--- src/rtl/gam_node_counter_bank_pkg.sv ---
// GAM_package: shared definitions for the GAM node occupancy counter bank.
//   gam_node_cnt_state_e : sweep FSM states (IDLE, SWEEP)
//   GAM_NUM_CLASSES      : default number of classes
//   GAM_MAX_NODES        : default per-class node cap
//   GAM_CNT_W            : default per-class counter width
//   gam_node_cnt_arr_t   : packed count array sized by the defaults above
package GAM_package;

  localparam int GAM_NUM_CLASSES = 16;
  localparam int GAM_MAX_NODES   = 200;
  localparam int GAM_CNT_W       = 8;

  typedef enum logic [0:0] {
    IDLE  = 1'b0,
    SWEEP = 1'b1
  } gam_node_cnt_state_e;

  typedef logic [GAM_NUM_CLASSES-1:0][GAM_CNT_W-1:0] gam_node_cnt_arr_t;

endpackage

--- src/rtl/gam_node_counter_bank_cell.sv ---
// gam_node_cnt_cell: one saturating per-class node counter.
//   clk, rst : clock, synchronous active-high reset
//   clr      : zero the count (sweep)
//   inc, dec : one-cycle strobes; both together are a net no-op
//   count    : current count
//   full     : count == MAX_NODES
//   zero     : count == 0
module gam_node_cnt_cell
  import GAM_package::*;
#(
  parameter int CNT_W     = GAM_CNT_W,
  parameter int MAX_NODES = GAM_MAX_NODES
) (
  input  logic             clk,
  input  logic             rst,
  input  logic             clr,
  input  logic             inc,
  input  logic             dec,
  output logic [CNT_W-1:0] count,
  output logic             full,
  output logic             zero
);

  localparam logic [CNT_W-1:0] MAX_C = CNT_W'(MAX_NODES);

  assign full = (count == MAX_C);
  assign zero = (count == '0);

  // Saturating at both ends: a refused step leaves the count untouched.
  always_ff @(posedge clk) begin
    if (rst || clr) begin
      count <= '0;
    end else if (inc && !dec && !full) begin
      count <= count + 1'b1;
    end else if (dec && !inc && !zero) begin
      count <= count - 1'b1;
    end
  end

endmodule

--- src/rtl/gam_node_counter_bank.sv ---
// gam_node_counter_bank: bank of NUM_CLASSES saturating node counters with a
// registered query port and a one-class-per-cycle clear-all sweep.
//   clk, rst                  : clock, synchronous active-high reset
//   inc_en/inc_class          : add one node to a class
//   dec_en/dec_class          : remove one node from a class
//   clr_all                   : start the clear sweep (IDLE only)
//   busy                      : sweep in progress
//   inc_ack/inc_nack          : registered pulse, increment applied/refused
//   err_underflow             : registered pulse, decrement of an empty class
//   q_en/q_class              : query strobe and class
//   q_valid/q_count/q_full    : registered query result (1-cycle latency)
//   total_count               : sum of all counts, only when
//                               GAM_NODE_CNT_TOTAL_EN is defined
module gam_node_counter_bank
  import GAM_package::*;
#(
  parameter int NUM_CLASSES = GAM_NUM_CLASSES,
  parameter int CNT_W       = GAM_CNT_W,
  parameter int MAX_NODES   = GAM_MAX_NODES,
  parameter int CLS_W       = $clog2(NUM_CLASSES)
) (
  input  logic                   clk,
  input  logic                   rst,
  input  logic                   inc_en,
  input  logic [CLS_W-1:0]       inc_class,
  input  logic                   dec_en,
  input  logic [CLS_W-1:0]       dec_class,
  input  logic                   clr_all,
  output logic                   busy,
  output logic                   inc_ack,
  output logic                   inc_nack,
  output logic                   err_underflow,
  input  logic                   q_en,
  input  logic [CLS_W-1:0]       q_class,
  output logic                   q_valid,
  output logic [CNT_W-1:0]       q_count,
  output logic                   q_full
`ifdef GAM_NODE_CNT_TOTAL_EN
  ,
  output logic [CNT_W+CLS_W-1:0] total_count
`endif
);

  gam_node_cnt_state_e state;
  logic [CLS_W-1:0]    ptr;
  logic                idle;

  logic [NUM_CLASSES-1:0]            inc_hit;
  logic [NUM_CLASSES-1:0]            dec_hit;
  logic [NUM_CLASSES-1:0]            clr_hit;
  logic [NUM_CLASSES-1:0]            full_vec;
  logic [NUM_CLASSES-1:0]            zero_vec;
  logic [NUM_CLASSES-1:0][CNT_W-1:0] cnt;

  logic             inc_ack_d;
  logic             inc_nack_d;
  logic             underflow_d;
  logic [CNT_W-1:0] q_sel_cnt;
  logic             q_sel_full;

  assign idle = (state == IDLE);

  // Strobes only reach a cell in IDLE; an out-of-range index matches no cell,
  // so it is refused (inc) or dropped (dec) without extra range logic.
  for (genvar gi = 0; gi < NUM_CLASSES; gi++) begin : g_cell
    assign inc_hit[gi] = inc_en && idle && (inc_class == CLS_W'(gi));
    assign dec_hit[gi] = dec_en && idle && (dec_class == CLS_W'(gi));
    assign clr_hit[gi] = !idle && (ptr == CLS_W'(gi));

    gam_node_cnt_cell #(
      .CNT_W     (CNT_W),
      .MAX_NODES (MAX_NODES)
    ) u_cell (
      .clk   (clk),
      .rst   (rst),
      .clr   (clr_hit[gi]),
      .inc   (inc_hit[gi]),
      .dec   (dec_hit[gi]),
      .count (cnt[gi]),
      .full  (full_vec[gi]),
      .zero  (zero_vec[gi])
    );
  end

  // A same-class inc+dec is always acknowledged, even at 0 or at the cap.
  assign inc_ack_d   = |(inc_hit & (dec_hit | ~full_vec));
  assign inc_nack_d  = inc_en & ~inc_ack_d;
  assign underflow_d = |(dec_hit & ~inc_hit & zero_vec);

  always_ff @(posedge clk) begin
    if (rst) begin
      inc_ack       <= 1'b0;
      inc_nack      <= 1'b0;
      err_underflow <= 1'b0;
    end else begin
      inc_ack       <= inc_ack_d;
      inc_nack      <= inc_nack_d;
      err_underflow <= underflow_d;
    end
  end

  // Sweep FSM: busy is registered alongside the state so it follows it exactly.
  always_ff @(posedge clk) begin
    if (rst) begin
      state <= IDLE;
      ptr   <= '0;
      busy  <= 1'b0;
    end else begin
      case (state)
        IDLE: begin
          if (clr_all) begin
            state <= SWEEP;
            ptr   <= '0;
            busy  <= 1'b1;
          end
        end
        SWEEP: begin
          if (ptr == CLS_W'(NUM_CLASSES - 1)) begin
            state <= IDLE;
            ptr   <= '0;
            busy  <= 1'b0;
          end else begin
            ptr <= ptr + 1'b1;
          end
        end
        default: begin
          state <= IDLE;
          ptr   <= '0;
          busy  <= 1'b0;
        end
      endcase
    end
  end

  // Query mux reads pre-update contents; out-of-range classes read 0 / not full.
  always_comb begin
    q_sel_cnt  = '0;
    q_sel_full = 1'b0;
    for (int i = 0; i < NUM_CLASSES; i++) begin
      if (q_class == CLS_W'(i)) begin
        q_sel_cnt  = cnt[i];
        q_sel_full = full_vec[i];
      end
    end
  end

  always_ff @(posedge clk) begin
    if (rst) begin
      q_valid <= 1'b0;
      q_count <= '0;
      q_full  <= 1'b0;
    end else begin
      q_valid <= q_en;
      if (q_en) begin
        q_count <= q_sel_cnt;
        q_full  <= q_sel_full;
      end
    end
  end

`ifdef GAM_NODE_CNT_TOTAL_EN
  localparam int TOT_W = CNT_W + CLS_W;

  logic             net_inc;
  logic             net_dec;
  logic [CNT_W-1:0] sweep_cnt;

  assign net_inc = |(inc_hit & ~dec_hit & ~full_vec);
  assign net_dec = |(dec_hit & ~inc_hit & ~zero_vec);

  always_comb begin
    sweep_cnt = '0;
    for (int i = 0; i < NUM_CLASSES; i++) begin
      if (ptr == CLS_W'(i)) begin
        sweep_cnt = cnt[i];
      end
    end
  end

  // Tracks the counters incrementally; the sweep subtracts each class as it
  // is zeroed, so the total reaches 0 on the last sweep cycle.
  always_ff @(posedge clk) begin
    if (rst) begin
      total_count <= '0;
    end else if (!idle) begin
      total_count <= total_count - TOT_W'(sweep_cnt);
    end else begin
      total_count <= total_count + TOT_W'(net_inc) - TOT_W'(net_dec);
    end
  end
`endif

endmodule

--- config.mk ---
export PLATFORM = sky130hd
export DESIGN_NAME = gam_node_counter_bank
export DESIGN_NICKNAME = d
export VERILOG_FILES = /design/src/rtl/gam_node_counter_bank_pkg.sv /design/src/rtl/gam_node_counter_bank_cell.sv /design/src/rtl/gam_node_counter_bank.sv
export SDC_FILE = /design/constraint.sdc
export NUM_CORES = 1
export LEC_CHECK = 0
export ABC_CLOCK_PERIOD_IN_PS = 8100
export CAP_MARGIN = 20
export CORE_UTILIZATION = 55
export CTS_CLUSTER_DIAMETER = 150
export DETAILED_ROUTE_END_ITERATION = 8
export PLACE_DENSITY = 0.77
export SLEW_MARGIN = 0
export SYNTH_ARGS = -nofsm -noshare
export SYNTH_HDL_FRONTEND = slang
export SYNTH_SLANG_ARGS = --single-unit
--- constraint.sdc ---
create_clock -name clk -period 8.1 [get_ports clk]
set_clock_uncertainty 0.15 [all_clocks]
set_input_delay 1.215 -clock clk [delete_from_list [all_inputs] [get_ports clk]]
set_output_delay 1.215 -clock clk [all_outputs]
set_load 0.005 [all_outputs]
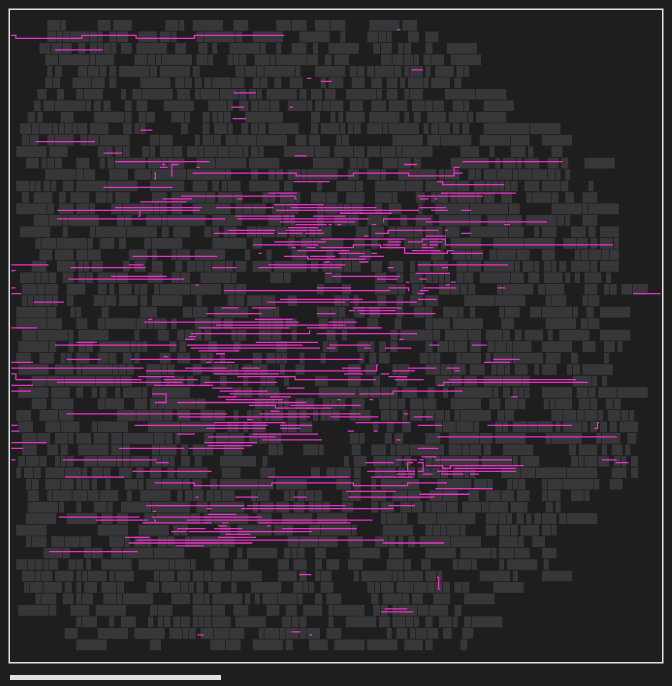
Figure 1: metal 3.
Scale bar: 50 um. Cells faint in the background.
The wires run mostly horizontal. The longest straight run is 58.4 um. The layer carries 3520 um of wire.
total number of vias: 12500
met3 Use GR: 6.16%
final WL: 37900 um

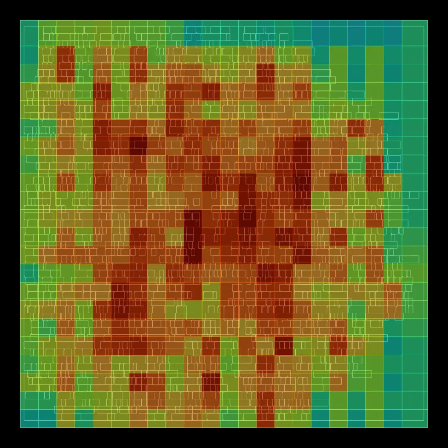
Figure 2: routing congestion map.
drt wl/cell: 20.0 um
Tot GR Track Use: 32.0%
Final Util: 61.2%
gr busiest metal: met2

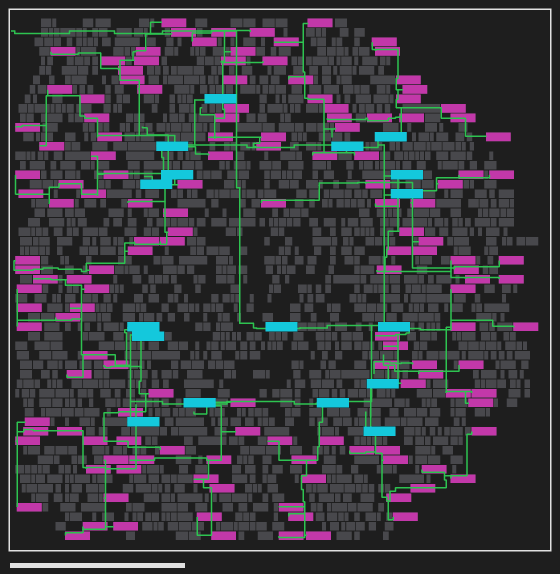
Figure 3: routed clock nets over the placement.
Scale bar: 50 um.
Key: green = clock wires [length 2150 um]; cyan = cells driving clock nets [count 17]; magenta = flip-flops [count 147]
Position of the flops: all over the die. There are 18 routed clock nets.

-- state kept, by name (all words and copies together) (netlist names) --
signal,cells
q_count,8
inc_nack,1
err_underflow,1
busy,1
q_full,1
g_cell.u_cell.count,128
state,1
ptr,4
inc_ack,1
q_valid,1
-- per-stage QoR --
stage               setup slack [ps]  hold slack, ps  utilization, %  std cells
finish                          3170             320            61.2       1899
global route                    2970             353            61.2       1899
CTS                             3280             324            61.2       1899
detailed placement              2830             315            58.6       1867
global placement                2940             305            58.6       1867
floorplan                       3960             307               -       1592
-- cell type report --
cell class	count	area share, %
well taps	285	2.57
repair buffers	38	2.54
inverters	65	1.76
flip-flops and latches	147	21.2
multi-input cells	1332	67.8
clock buffers	18	3.16
clock inverters	14	1.02
==> impl_metrics.toml <==
# flow metrics
[cts]
cts_root_buffer = "clkbuf_16"
cts_buffers = 17
htreeDepth = 4
clock-sinks = 147
cts_hold_buffers = 0
tritoncts = "built"
ctsLongestPathBuffers = 2
clkTransAtPathRegs_ps = 60

[power_and_ir_drop]
power_frac_seq_pct = 40.1
p_clk_uw = 801
pwr-share-clk_pct = 41.8
p_sw_uw = 590
seq_cell_power_uw = 769
comb_power_share_pct = 18.1
powerComb_uw = 347
swShare_pct = 30.8

[logic_synthesis]
syn_area_mm2 = 0.0128
yosys.area_share.adder_pct = 12.3
synth.top_cell.area_share_pct = 23.0
top_cell = "nor2_1"
ys_sh_aoi_pct = 20.8
yosys_area_mm2 = 0.0128
synth_cell_types = 87
syn_nets = 1726
ys.flop_type = "dfxtp_1"
ys_sh_mux_pct = 9.20

[worst_setup_path]
r2r_end = "g_cell[0].u_cell.count[7]$_SDFFE_PP0P_"
cp_top_family = "simple AND/OR/NAND/NOR gates"
ff2ff_path_depth = 10
end_kind = "register"
slowest_delay_ps = 680
r2r_setup_slack_ps = 3820
startpoint = "inc_class[0]"

[route]
top_layer = "met4"
met2WireLength_um = 16900
wl_met3_um = 3520
postRouteAntennaNets = 0
wl_met1_um = 16300
drcViolationCount = 0
dr.pass1.iters = 7
first_iter_violations = 1482

[floorplan]
core.rowCount = 55
die_w_um = 155
die_y_um = 155
fp.dieArea_mm2 = 0.0239
ios = 32
core_area_mm2 = 0.0227

[placement]
place_congestion = 1.01
postPlaceCellArea_mm2 = 0.0133

[global_route]
grt_overflow = 0
grt_pass1_vias = 11400
grt_first_pass_wirelength_um = 60700

[cells_and_area]
areaGrowthSynthToFinish_pct = 8.43
lay_top_cells = "nor2_1 (200), dfxtp_1 (147), a21oi_1 (127)"
fill_cells = 2013
stdcell_area_mm2 = 0.0139
insertedDiodeCount = 0

[min_path]
hold_class = "register to register"
hold_depth = 2

[timing]
fin_crit_sh_pct = 60.9
rsz0062_at_grt = "false"
fin_crit_ps = 4930

[status]
status = "finished clean"

[job]
cap_viol_max_count = 0
warnings = 29
Power and IR drop assume default switching activity.
